`config.mk`:
```
export PLATFORM = sky130hd
export DESIGN_NAME = logic_gate_unit_flat
export DESIGN_NICKNAME = d
export VERILOG_FILES = /design/src/rtl/logic_gate_unit_if.sv /design/src/rtl/logic_gate_unit.sv /design/src/flat_wrapper.sv
export SDC_FILE = /design/constraint.sdc
export NUM_CORES = 1
export LEC_CHECK = 0
export ABC_AREA = 1
export CORE_ASPECT_RATIO = 0.8
export CORE_MARGIN = 8
export CORE_UTILIZATION = 53
export DETAILED_ROUTE_END_ITERATION = 12
export PLACE_DENSITY = 0.8
export SLEW_MARGIN = 20
export SYNTH_ARGS = -nofsm -noshare
export SYNTH_HDL_FRONTEND = slang
export SYNTH_SLANG_ARGS = --single-unit
```
`constraint.sdc`:
```
create_clock -name CLK -period 1.4 [get_ports CLK]
set_input_delay 0.14 -clock CLK [delete_from_list [all_inputs] [get_ports CLK]]
set_output_delay 0.14 -clock CLK [all_outputs]
set_load 0.01 [all_outputs]
```
`src/rtl/logic_gate_unit_if.sv`:
```
// logic_gate_unit_if: operand/result handshake bus for logic_gate_unit.
//   A, B, OP, IN_VALID  : operands and op select, driven by the producer
//   IN_READY            : unit can accept an operand set this cycle
//   X, OUT_VALID        : registered result and its valid
//   OUT_READY           : consumer accepts X this cycle
//   COUNT               : completed output handshakes (wrapping)
//   X_RAND/X_ROR/X_RXOR : result reductions, present only with LOGIC_GATE_UNIT_REDUCE_EN
// master = producer/consumer side, slave = the unit.
interface logic_gate_unit_if #(
    parameter int unsigned WIDTH     = 8,
    parameter int unsigned CNT_WIDTH = 16
);
    logic [WIDTH-1:0]     A;
    logic [WIDTH-1:0]     B;
    logic [2:0]           OP;
    logic                 IN_VALID;
    logic                 IN_READY;
    logic [WIDTH-1:0]     X;
    logic                 OUT_VALID;
    logic                 OUT_READY;
    logic [CNT_WIDTH-1:0] COUNT;
`ifdef LOGIC_GATE_UNIT_REDUCE_EN
    logic                 X_RAND;
    logic                 X_ROR;
    logic                 X_RXOR;
`endif

    modport master (
        output A, B, OP, IN_VALID, OUT_READY,
`ifdef LOGIC_GATE_UNIT_REDUCE_EN
        input  X_RAND, X_ROR, X_RXOR,
`endif
        input  IN_READY, X, OUT_VALID, COUNT
    );

    modport slave (
        input  A, B, OP, IN_VALID, OUT_READY,
`ifdef LOGIC_GATE_UNIT_REDUCE_EN
        output X_RAND, X_ROR, X_RXOR,
`endif
        output IN_READY, X, OUT_VALID, COUNT
    );
endinterface

```
`src/rtl/logic_gate_unit.sv`:
```
// logic_gate_unit: 2-stage pipelined bitwise logic unit with valid/ready on both sides.
//   CLK   : clock, rising edge
//   RST_N : synchronous active-low reset
//   bus   : logic_gate_unit_if slave (operands in, result out, completed-transfer COUNT)
// OP: 000 AND, 001 OR, 010 NAND, 011 NOR, 100 XOR, 101 XNOR, 110 NOT A, 111 PASS A.
// Optional macro LOGIC_GATE_UNIT_REDUCE_EN adds registered X_RAND/X_ROR/X_RXOR.
module logic_gate_unit #(
    parameter int unsigned WIDTH     = 8,
    parameter int unsigned CNT_WIDTH = 16
) (
    input  logic                CLK,
    input  logic                RST_N,
    logic_gate_unit_if.slave    bus
);
    localparam int unsigned OP_W = 3;

    // Stage 1: captured operands
    logic             s1_valid;
    logic [WIDTH-1:0] s1_a;
    logic [WIDTH-1:0] s1_b;
    logic [OP_W-1:0]  s1_op;

    // Stage 2: registered result
    logic                 out_valid_q;
    logic [WIDTH-1:0]     x_q;
    logic [CNT_WIDTH-1:0] count_q;
`ifdef LOGIC_GATE_UNIT_REDUCE_EN
    logic                 x_rand_q;
    logic                 x_ror_q;
    logic                 x_rxor_q;
`endif

    logic             s2_free_c;
    logic             s1_move_c;
    logic             in_ready_c;
    logic             in_fire_c;
    logic             out_fire_c;
    logic [WIDTH-1:0] f_c;

    // Pipeline advance: a stage may load when its successor is empty or draining
    assign s2_free_c  = !out_valid_q || bus.OUT_READY;
    assign s1_move_c  = s1_valid && s2_free_c;
    assign in_ready_c = !s1_valid || s1_move_c;
    assign in_fire_c  = bus.IN_VALID && in_ready_c;
    assign out_fire_c = out_valid_q && bus.OUT_READY;

    // Bitwise operation on the stage-1 operands
    always_comb begin
        f_c = '0;
        case (s1_op)
            3'b000:  f_c = s1_a & s1_b;
            3'b001:  f_c = s1_a | s1_b;
            3'b010:  f_c = ~(s1_a & s1_b);
            3'b011:  f_c = ~(s1_a | s1_b);
            3'b100:  f_c = s1_a ^ s1_b;
            3'b101:  f_c = ~(s1_a ^ s1_b);
            3'b110:  f_c = ~s1_a;
            default: f_c = s1_a;
        endcase
    end

    // Stage registers and completion counter
    always_ff @(posedge CLK) begin
        if (!RST_N) begin
            s1_valid    <= 1'b0;
            s1_a        <= '0;
            s1_b        <= '0;
            s1_op       <= '0;
            out_valid_q <= 1'b0;
            x_q         <= '0;
            count_q     <= '0;
`ifdef LOGIC_GATE_UNIT_REDUCE_EN
            x_rand_q    <= 1'b0;
            x_ror_q     <= 1'b0;
            x_rxor_q    <= 1'b0;
`endif
        end else begin
            if (in_fire_c) begin
                s1_valid <= 1'b1;
                s1_a     <= bus.A;
                s1_b     <= bus.B;
                s1_op    <= bus.OP;
            end else if (s1_move_c) begin
                s1_valid <= 1'b0;
            end

            // X keeps its last value when stage 2 empties
            if (s2_free_c) begin
                out_valid_q <= s1_valid;
                if (s1_valid) begin
                    x_q      <= f_c;
`ifdef LOGIC_GATE_UNIT_REDUCE_EN
                    x_rand_q <= &f_c;
                    x_ror_q  <= |f_c;
                    x_rxor_q <= ^f_c;
`endif
                end
            end

            if (out_fire_c) begin
                count_q <= count_q + CNT_WIDTH'(1);
            end
        end
    end

    assign bus.IN_READY  = in_ready_c;
    assign bus.X         = x_q;
    assign bus.OUT_VALID = out_valid_q;
    assign bus.COUNT     = count_q;
`ifdef LOGIC_GATE_UNIT_REDUCE_EN
    assign bus.X_RAND    = x_rand_q;
    assign bus.X_ROR     = x_ror_q;
    assign bus.X_RXOR    = x_rxor_q;
`endif
endmodule

```
`src/flat_wrapper.sv`:
```
// flat-port wrapper written by rule: the top's interface ports become plain ports
module logic_gate_unit_flat 
#(
    parameter int unsigned WIDTH     = 8,
    parameter int unsigned CNT_WIDTH = 16
)
  (CLK, RST_N, bus_A, bus_B, bus_OP, bus_IN_VALID, bus_OUT_READY, bus_IN_READY, bus_X, bus_OUT_VALID, bus_COUNT);
  logic_gate_unit_if #(.WIDTH(WIDTH), .CNT_WIDTH(CNT_WIDTH)) bus_i ();
  input  logic CLK;
  input  logic RST_N;
  input wire logic [$bits(bus_i.A)-1:0] bus_A;
  input wire logic [$bits(bus_i.B)-1:0] bus_B;
  input wire logic [$bits(bus_i.OP)-1:0] bus_OP;
  input wire logic [$bits(bus_i.IN_VALID)-1:0] bus_IN_VALID;
  input wire logic [$bits(bus_i.OUT_READY)-1:0] bus_OUT_READY;
  output wire logic [$bits(bus_i.IN_READY)-1:0] bus_IN_READY;
  output wire logic [$bits(bus_i.X)-1:0] bus_X;
  output wire logic [$bits(bus_i.OUT_VALID)-1:0] bus_OUT_VALID;
  output wire logic [$bits(bus_i.COUNT)-1:0] bus_COUNT;
  assign bus_i.A = bus_A;
  assign bus_i.B = bus_B;
  assign bus_i.OP = bus_OP;
  assign bus_i.IN_VALID = bus_IN_VALID;
  assign bus_i.OUT_READY = bus_OUT_READY;
  assign bus_IN_READY = bus_i.IN_READY;
  assign bus_X = bus_i.X;
  assign bus_OUT_VALID = bus_i.OUT_VALID;
  assign bus_COUNT = bus_i.COUNT;
  logic_gate_unit #(.WIDTH(WIDTH), .CNT_WIDTH(CNT_WIDTH)) u_core (.CLK(CLK), .RST_N(RST_N), .bus(bus_i));
endmodule
```
Fig. 1: run 1, M1 wires
Scale: 4 px per um. Supply wires on this layer in grey.
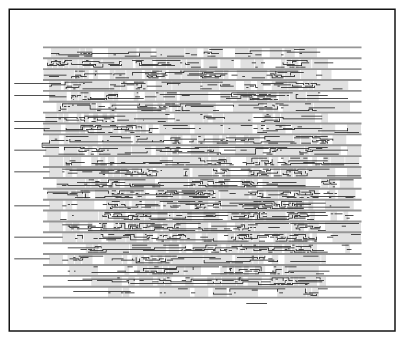
The wires run mostly horizontal. 464 nets have wire on it. The layer carries 3360 um of wire.
routed vias: 2823
WL final: 7.290 mm
M1 GR Usage: 24.08%

Fig. 2: run 1, cells coloured by class
Scale: 4 px per um.
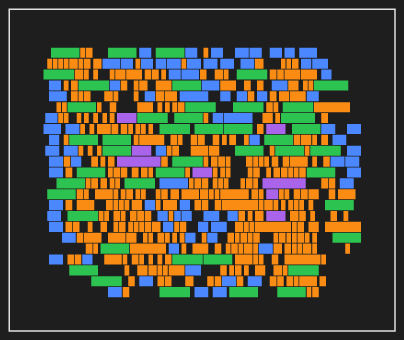
Key: blue = other buffers and delay cells [cells 82]; orange = combinational and other logic [cells 335]; purple = clock drivers and dummy loads [cells 8]; green = flops [cells 45]
flop share of the area: 24.63%
fin util: 75.72%
cell area after layout: 3770 um^2
core area: 4979 um^2

Fig. 3: run 1, local utilization
Scale: 4 px per um. 10 x 8 tiles, from dark blue (low) to red (high), 0 to 100% covered.
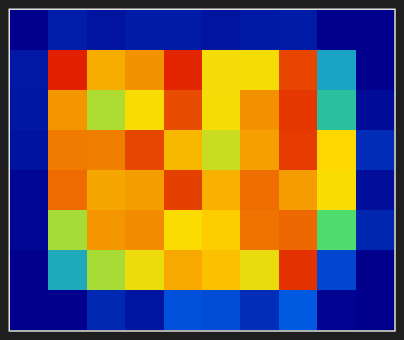
The densest ninth of the die: centre. 15% of the tiles are nearly empty. The fullest tile reaches 96%.
fp util: 54.61%

==> results.json, run 1 <==
{
  "critical_path_class": "reg2reg",
  "hp-class": "in2reg",
  "synth_cell_types": 26,
  "logic_area_um2": 1644,
  "comb_area_share_pct": 43.61,
  "clock_power_share_pct": 36.9,
  "antennaDiodeCount": 0,
  "busiest_layer": "met2",
  "clock_skew_ns": 0.006125,
  "ys.flops": 45,
  "seqCellArea_um2": 928.4,
  "clockBufferDepth": 2,
  "fmax_ghz": 0.7370,
  "p_leak_nw": 1.884,
  "r2r_start": "u_core.s1_op[1]",
  "grt_use_total_pct": 18.91,
  "slowest_delay_ns": 0.35,
  "ant_nets": 0,
  "ys_seq_share_pct": 33.13,
  "post_cts_buffers": 0,
  "grt_first_pass_wirelength_mm": 11.87,
  "drv_cap": 0,
  "syn_area_per_cell_um2": 6.780,
  "comb_power_uw": 680,
  "synthCells": 401,
  "p_total_mw": 3.267,
  "status": "complete, no violations",
  "io_pins": 49,
  "final_nets": 509,
  "first_iter_violations": 175,
  "n_tap_cell": 62,
  "dpl.hpwl_mm": 5.144,
  "mostFrequentLayoutCells": "78 x nand2_1, 46 x inv_1, 46 x a21oi_1",
  "viasPerCell": 5.306,
  "largest_cell_class": "combinational gates",
  "xor_share_pct": 0.3221,
  "top_logic_kind": "simple AND/OR/NAND/NOR gates",
  "lay_top_count": "nand2_1",
  "inv_count": 51,
  "clock_latency_ns": 0.30,
  "crit_required_ns": 1.63,
  "synthAdderAreaFrac_pct": 7.823,
  "mux_area_share_pct": 0,
  "synth-edff-count": 0,
  "met2_usage_pct": 31.05,
  "period_used_pct": 96.92,
  "cts-root-buf": "clkbuf_8",
  "numPortBuffers": 48,
  "yosys_most_used_dff": "dfxtp_1",
  "path_depth": 8,
  "fin_crit_ns": 1.357,
  "clock-sinks": 45,
  "pg_seq_mw": 1.38,
  "dp_cells": 521,
  "cts.reportedPaths.clkPinSlew_ns": 0.09,
  "dp_slack_ns": -0.1534,
  "clock_buffers": 5,
  "crit_path_max_fanout": 16,
  "worst_slack_ns": 0.04309,
  "switching_share_pct": 27.40,
  "antenna_found_initial": 0,
  "placed_cell_area_um2": 3432,
  "vdd_ir_drop_max_mv": 0.7710,
  "drive_above_1_share_pct": 19.36,
  "reg2reg_slack_ns": 0.04,
  "area_share_clock_buf_inv_pct": 3.651,
  "logic_gates": 284,
  "slowest_stage": "dfxtp_2",
  "yosysWarningCount": 0,
  "path_delay_family": "simple AND/OR/NAND/NOR gates",
  "cp-end-kind": "flop",
  "top_power_group": "registers",
  "buffer_area_share_pct": 20.98,
  "postSynthNetCount": 441,
  "cts_buffers": 5,
  "common_cells": "81 x nand2_1, 50 x inv_1, 46 x a21oi_1",
  "path_cells": "buf_4 > nor2_8 > nand3_1 > nand2_1 > nor2_1 > nand2_1 > nand2_1 > a21oi_1",
  "power.switching_uw": 895.0,
  "rows": 23,
  "buffers": 82,
  "r2r_end": "u_core.bus.X[4]",
  "yosys.area.top_type_share_pct": 33.13,
  "most_common_cell": "nand2_1",
  "crit_start": "u_core.s1_op[1]",
  "warnings": 35,
  "final.fill_count": 384,
  "synthTopCellsByArea": "dfxtp_1 33%, nand2_1 11%, a21oi_1 8.5%",
  "synth.cellmix.simpleShare_pct": 33.64,
  "post-route-drc-count": 0,
  "hold_viol": 0,
  "start_kind": "flop",
  "r2r_cells": 8,
  "p_per_area_nw_per_um2": 866.5,
  "critPathArrivalTime_ns": 1.59,
  "power_frac_seq_pct": 42.3,
  "largest_area_cell": "dfxtp_1",
  "crit_buf_inv": 1,
  "htree_levels": 2,
  "holdWs_ns": 0.4390,
  "p_int_mw": 2.372,
  "die_h_um": 80.06,
  "grt_max_degree": 39,
  "slew_headroom_pct": 66.49,
  "routabilityCongestion": 0.8068,
  "finalSetupViolations": 0,
  "async_flop_share_pct": 0,
  "grt-ovfl-total": 0,
  "tightest_slew_ns": 0.5021,
  "path_common_cell": "nand2_1",
  "grt_use_met3_pct": 4.004,
  "hold_depth": 3,
  "nFlopsAndLatches": 45,
  "cts_hold_buf": 0,
  "ys_sh_aoi_pct": 13.81,
  "powerClk_mw": 1.21,
  "syn-cell-area_um2": 2719,
  "dieWidth_um": 96.08,
  "cts_tree": "built",
  "fin_setup_tns_ns": 0,
  "worstHoldStart": "bus_OP[1]",
  "grt_pass1_vias": 2619,
  "min_to": "u_core.s1_op[1]",
  "syn_to_final_growth_pct": 38.66,
  "wl_per_cell_um": 13.70,
  "ys_cells": 401,
  "ys_area_um2": 2719,
  "worstSetupEndpoint": "u_core.bus.X[4]",
  "drtPass1Iterations": 4,
  "drv_slew": 0,
  "cts_resized": 16,
  "rsz0062_at_grt": "true",
  "p_comb_share_pct": 20.8,
  "chipArea_um2": 7692,
  "final_cells": 532
}
run 1: state kept, by name, indices dropped and copies added, names as in the netlist:
register and cells:
u_core.s1_b 8, u_core.s1_op 3, u_core.bus.COUNT 16, u_core.bus.OUT_VALID 1, u_core.bus.X 8, u_core.s1_valid 1
u_core.s1_a 8
run 1: metal layers:
| layer | wire [um] | part of all wire (%) | vias up |
|---|---|---|---|
| li1 | - | - | 1444 |
| met1 | 3363 | 46 | 1296 |
| met2 | 3409 | 47 | 78 |
| met3 | 459 | 6.3 | 5 |
| met5 | 0 | 0 | - |
| met4 | 57 | 0.78 | 0 |
run 1: worst reg2reg max path: cells and delay by family (launching register included):
family / cells / cell delay [ns]
buffers and inverters: 1 / 0.16
flip-flops: 1 / 0.35
AND/OR/NAND/NOR: 6 / 0.63
AND-OR/OR-AND: 1 / 0.14
==> inputs of run 2 (changes only) <==
--- a/config.mk
+++ b/config.mk
@@ -9,8 +9,10 @@
 export CORE_ASPECT_RATIO = 0.8
 export CORE_MARGIN = 8
 export CORE_UTILIZATION = 53
+export CTS_CLUSTER_SIZE = 14
 export DETAILED_ROUTE_END_ITERATION = 12
 export PLACE_DENSITY = 0.8
+export SKIP_CTS_REPAIR_TIMING = 1
 export SLEW_MARGIN = 20
 export SYNTH_ARGS = -nofsm -noshare
 export SYNTH_HDL_FRONTEND = slang
Fig. 4: run 2, placement view
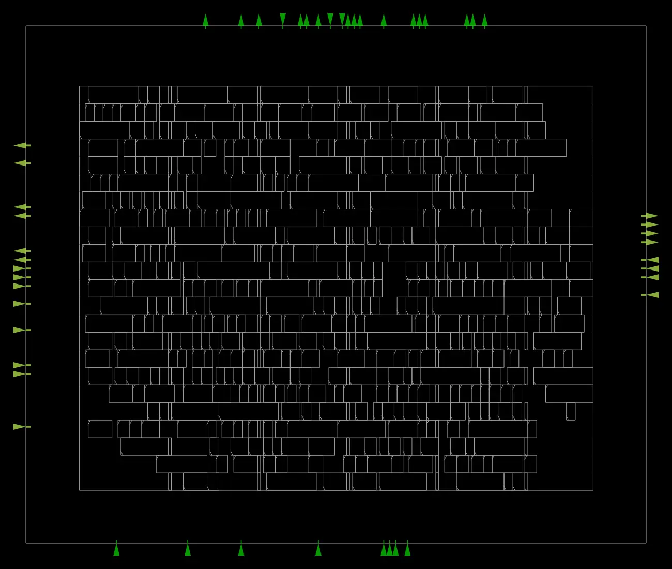
Site Rows: 23
Tap Cells: 62
fin util: 75.90%

Fig. 5: run 2, M1 wires
Scale: 4 px per um. Supply wires on this layer in grey.
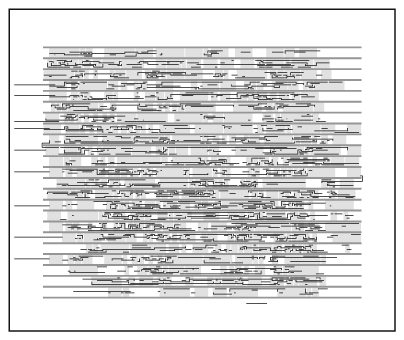
The layer carries 3310 um of wire. The wires run mostly horizontal. The layer holds 45% of the routed length. The longest straight run is 37.3 um.

==> run 2 against run 1 <==
Critical path depth unchanged. Global-route usage about the same. Register-to-register slack about the same. Final area increased by 0.23%. Setup slack improved by 0.0020 ns. Highest routed layer unchanged.
==> results.json, run 2 <==
{
  "ys.flops": 45,
  "cp-end-kind": "flop",
  "pg_seq_mw": 1.38,
  "num_vias": 2807,
  "drv_slew": 0,
  "die_h_um": 80.06,
  "slowest_delay_ns": 0.36,
  "chipArea_um2": 7692,
  "path_cells": "buf_4 > nor2_8 > nand3_1 > nand2_1 > nor2_1 > nand2_1 > nand2_1 > a21oi_1",
  "grt_use_met3_pct": 4.004,
  "top_power_group": "registers",
  "fmax_ghz": 0.7381,
  "wl_met3_um": 524,
  "cts-root-buf": "clkbuf_8",
  "grt_use_total_pct": 18.93,
  "synthCells": 401,
  "power.switching_uw": 900.7,
  "synth-edff-count": 0,
  "drtPass1Iterations": 4,
  "routabilityCongestion": 0.8068,
  "grt_pass1_vias": 2625,
  "powerClk_mw": 1.21,
  "async_flop_share_pct": 0,
  "yosys_most_used_dff": "dfxtp_1",
  "yosys.area.top_type_share_pct": 33.13,
  "min_to": "u_core.s1_op[1]",
  "syn_area_per_cell_um2": 6.780,
  "numPortBuffers": 48,
  "synthTopCellsByArea": "dfxtp_1 33%, nand2_1 11%, a21oi_1 8.5%",
  "yosysWarningCount": 0,
  "htree_levels": 2,
  "vdd_ir_drop_max_mv": 0.7753,
  "fp_util_pct": 54.61,
  "ys_seq_share_pct": 33.13,
  "dpl.hpwl_mm": 5.144,
  "wl_per_cell_um": 13.78,
  "largest_area_cell": "dfxtp_1",
  "worst_slack_ns": 0.04512,
  "switching_share_pct": 27.49,
  "ys_cells": 401,
  "antennaDiodeCount": 0,
  "hold_depth": 3,
  "path_depth": 8,
  "design.core.area_um2": 4979,
  "top_layer": "met4",
  "synth_cell_types": 26,
  "holdWs_ns": 0.4354,
  "grt_first_pass_wirelength_mm": 11.89,
  "antenna_found_initial": 0,
  "r2r_start": "u_core.s1_op[1]",
  "r2r_end": "u_core.bus.X[4]",
  "clock_skew_ns": 0.006289,
  "dieWidth_um": 96.08,
  "crit_start": "u_core.s1_op[1]",
  "ant_nets": 0,
  "cts_buffers": 5,
  "met1_usage_pct": 24.08,
  "p_leak_nw": 1.999,
  "hp-class": "in2reg",
  "clock-sinks": 45,
  "tightest_slew_ns": 0.5128,
  "p_comb_share_pct": 20.8,
  "clock_latency_ns": 0.31,
  "viasPerCell": 5.286,
  "crit_required_ns": 1.64,
  "warnings": 35,
  "critical_path_class": "reg2reg",
  "path_delay_family": "simple AND/OR/NAND/NOR gates",
  "routed-wl-met2_mm": 3.410,
  "busiest_layer": "met2",
  "power_frac_seq_pct": 42.2,
  "final_nets": 508,
  "final_cells": 531,
  "common_cells": "81 x nand2_1, 50 x inv_1, 46 x a21oi_1",
  "io_pins": 49,
  "grt-ovfl-total": 0,
  "postSynthNetCount": 441,
  "period_used_pct": 96.78,
  "first_iter_violations": 224,
  "crit_path_max_fanout": 16,
  "mostFrequentLayoutCells": "79 x nand2_1, 46 x inv_1, 46 x a21oi_1",
  "fin_setup_tns_ns": 0,
  "placed_cell_area_um2": 3432,
  "crit_buf_inv": 1,
  "largest_reg_flops": 16,
  "dp_slack_ns": -0.1534,
  "finalSetupViolations": 0,
  "met2_usage_pct": 31.11,
  "p_per_area_nw_per_um2": 867.0,
  "critPathArrivalTime_ns": 1.59,
  "grt_max_degree": 39,
  "r2r_cells": 8,
  "ys_area_um2": 2719,
  "clock_power_share_pct": 37.0,
  "hold_viol": 0,
  "dp_cells": 521,
  "rsz0062_at_grt": "true",
  "path_common_cell": "nand2_1",
  "slew_headroom_pct": 65.78,
  "p_int_mw": 2.375,
  "cts.reportedPaths.clkPinSlew_ns": 0.09,
  "syn_to_final_growth_pct": 38.98,
  "comb_power_uw": 682,
  "start_kind": "flop",
  "drive_above_1_share_pct": 19.40,
  "worstSetupEndpoint": "u_core.bus.X[4]",
  "most_common_cell": "nand2_1",
  "clockBufferDepth": 2,
  "syn-cell-area_um2": 2719,
  "slowest_stage": "dfxtp_2",
  "routed_wl_mm": 7.318,
  "design_area_um2": 3779,
  "status": "complete, no violations",
  "drv_cap": 0,
  "reg2reg_slack_ns": 0.05,
  "p_total_mw": 3.276,
  "post-route-drc-count": 0,
  "cts_tree": "built",
  "worstHoldStart": "bus_OP[1]",
  "lay_top_count": "nand2_1",
  "met1_length_mm": 3.309,
  "fin_crit_ns": 1.355
}
[run 2: cell counts after synthesis]
No cell type changed its count.
[run 2: cell families (layout without fill, tap and decap cells)]
kind of cell,count (synthesis),count (layout),synth area share [%]
buffers and inverters,72,140,11.27
XOR/XNOR,1,1,0.3222
adder cells (fa/ha/maj),17,17,7.823
AND-OR/OR-AND,74,74,13.81
flip-flops,45,45,33.13
AND/OR/NAND/NOR,192,192,33.64
[run 2: layout make-up]
class | count | area, um^2
Clock buffer | 5 | 68.82
Sequential cell | 45 | 925.9
Tap cell | 62 | 77.57
Timing Repair Buffer | 81 | 824.5
Fill cell | 377 | 1200
Inverter | 51 | 191.4
Clock inverter | 3 | 68.82
Multi-Input combinational cell | 284 | 1622
==> inputs of run 3 (changes only) <==
--- a/config.mk
+++ b/config.mk
@@ -6,11 +6,13 @@
 export NUM_CORES = 1
 export LEC_CHECK = 0
 export ABC_AREA = 1
-export CORE_ASPECT_RATIO = 0.8
+export CORE_ASPECT_RATIO = 0.5
 export CORE_MARGIN = 8
 export CORE_UTILIZATION = 53
 export CTS_CLUSTER_SIZE = 14
 export DETAILED_ROUTE_END_ITERATION = 12
+export GPL_TIMING_DRIVEN = 0
+export HOLD_SLACK_MARGIN = 0.02
 export PLACE_DENSITY = 0.8
 export SKIP_CTS_REPAIR_TIMING = 1
 export SLEW_MARGIN = 20
Fig. 6: run 3, cells coloured by class
Scale: 4 px per um.
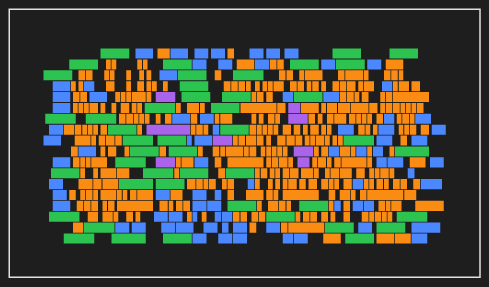
Key: orange = combinational and other logic [cells 335]; green = flops [cells 45]; purple = clock drivers and dummy loads [cells 8]; blue = other buffers and delay cells [cells 80]
core area: 4932 um^2
cell area after layout: 3810 um^2
Site Rows: 18
fin util: 77.25%
flop share of the area: 24.33%

Fig. 7: run 3, M1 wires
Scale: 6 px per um. Supply wires on this layer in grey.
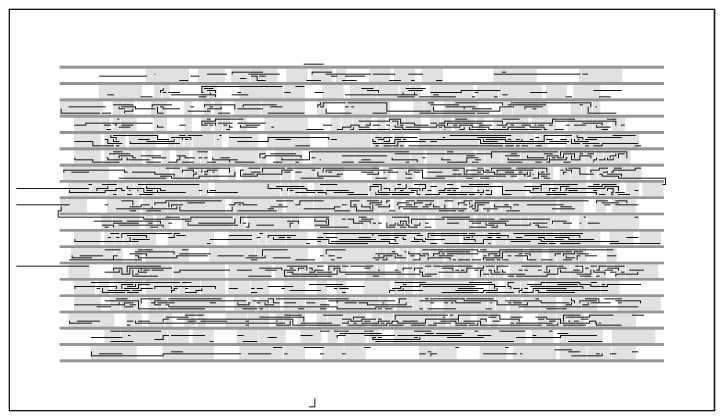
WL final: 8.564 mm
M1 GR Usage: 23.87%
routed vias: 3039

==> run 3 against run 2 <==
The run now ends with negative setup slack left. Power shrank 2.6%. Die size grew 1.6%. Setup slack lost 0.082 ns. Hold slack gained 0.022 ns. Highest routed layer unchanged. Sequential share of layout area shrank 0.17 points. Non-clock buffer count shrank 1.
==> results.json, run 3 <==
{
  "status": "finished, violations left",
  "violations": "negative setup slack",
  "reg2reg_slack_ns": -0.04,
  "ys.flops": 45,
  "hold_viol": 0,
  "drv_cap": 0,
  "top_logic_kind": "simple AND/OR/NAND/NOR gates",
  "p_total_mw": 3.192,
  "fmax_ghz": 0.6959,
  "antenna_found_initial": 0,
  "drive_above_1_share_pct": 21.15,
  "final.fill_count": 362,
  "nFlopsAndLatches": 45,
  "logic_area_um2": 1695,
  "antennaDiodeCount": 0,
  "clock_latency_ns": 0.31,
  "hold_depth": 3,
  "worstSetupEndpoint": "u_core.bus.X[1]",
  "post-route-drc-count": 0,
  "largest_area_cell": "dfxtp_1",
  "dpl.hpwl_mm": 5.581,
  "r2r_cells": 7,
  "warnings": 35,
  "common_cells": "81 x nand2_1, 50 x inv_1, 46 x a21oi_1",
  "clock_skew_ns": 0.008057,
  "yosys.area.top_type_share_pct": 33.13,
  "p_per_area_nw_per_um2": 837.7,
  "ys_seq_share_pct": 33.13,
  "placed_cell_area_um2": 3287,
  "synthCells": 401,
  "tightest_slew_ns": 0.5342,
  "lay_top_count": "nand2_1",
  "xor_share_pct": 0.3221,
  "largest_cell_class": "combinational gates",
  "dp_slack_ns": -0.5284,
  "ys_sh_aoi_pct": 13.81,
  "fin_setup_tns_ns": -0.04011,
  "slowest_stage": "dfxtp_2",
  "syn_to_final_growth_pct": 40.13,
  "synth.cellmix.simpleShare_pct": 33.64,
  "hp-class": "in2reg",
  "grt-ovfl-total": 0,
  "grt_use_total_pct": 19.83,
  "postSynthNetCount": 441,
  "cp-end-kind": "flop",
  "seqCellArea_um2": 927.1,
  "r2r_start": "u_core.s1_op[1]",
  "path_depth": 7,
  "slowest_delay_ns": 0.33,
  "yosysWarningCount": 0,
  "crit_path_max_fanout": 8,
  "p_leak_nw": 1.905,
  "drv_slew": 0,
  "crit_buf_inv": 3,
  "ys_cells": 401,
  "largest_reg_flops": 16,
  "grt_first_pass_wirelength_mm": 12.16,
  "first_iter_violations": 278,
  "synth_cell_types": 26,
  "mux_area_share_pct": 0,
  "dieWidth_um": 117.3,
  "crit_required_ns": 1.64,
  "cts_tree": "built",
  "dp_cells": 519,
  "finalSetupViolations": 2,
  "fin_crit_ns": 1.437,
  "rsz0062_at_grt": "true",
  "syn-cell-area_um2": 2719,
  "path_cells": "buf_8 > buf_12 > nand3_4 > clkinvlp_4 > a21oi_1 > nand2_2 > a21oi_2",
  "yosys_most_used_dff": "dfxtp_1",
  "synthAdderAreaFrac_pct": 7.823,
  "worst_slack_ns": -0.03699,
  "die_h_um": 66.65,
  "critPathArrivalTime_ns": 1.68
}
## run 3: netlist changes by cell type in the layout (fill, tap and decap cells not counted), sizes merged
cell / delta
buf: -11
clkbuf: +10
clkdlybuf4s50: +3
dlymetal6s2s: -3
bufinv: -1
clkinvlp: +1
## run 3: power breakdown
part	internal, mW	switching, mW	total, mW
clock network	0.545	0.498	1.04
registers	1.34	0.0394	1.38
logic	0.334	0.438	0.771
## run 3: routing by layer
layer | wire [um] | global-route usage (%) | vias to the layer above
li1 | - | - | 1442
met1 | 3425 | 23.87 | 1402
met2 | 4010 | 33.14 | 160
met3 | 867 | 5.140 | 35
met4 | 259 | 8.373 | 0
met5 | 0 | 0 | -
Power and IR drop assume default switching activity.
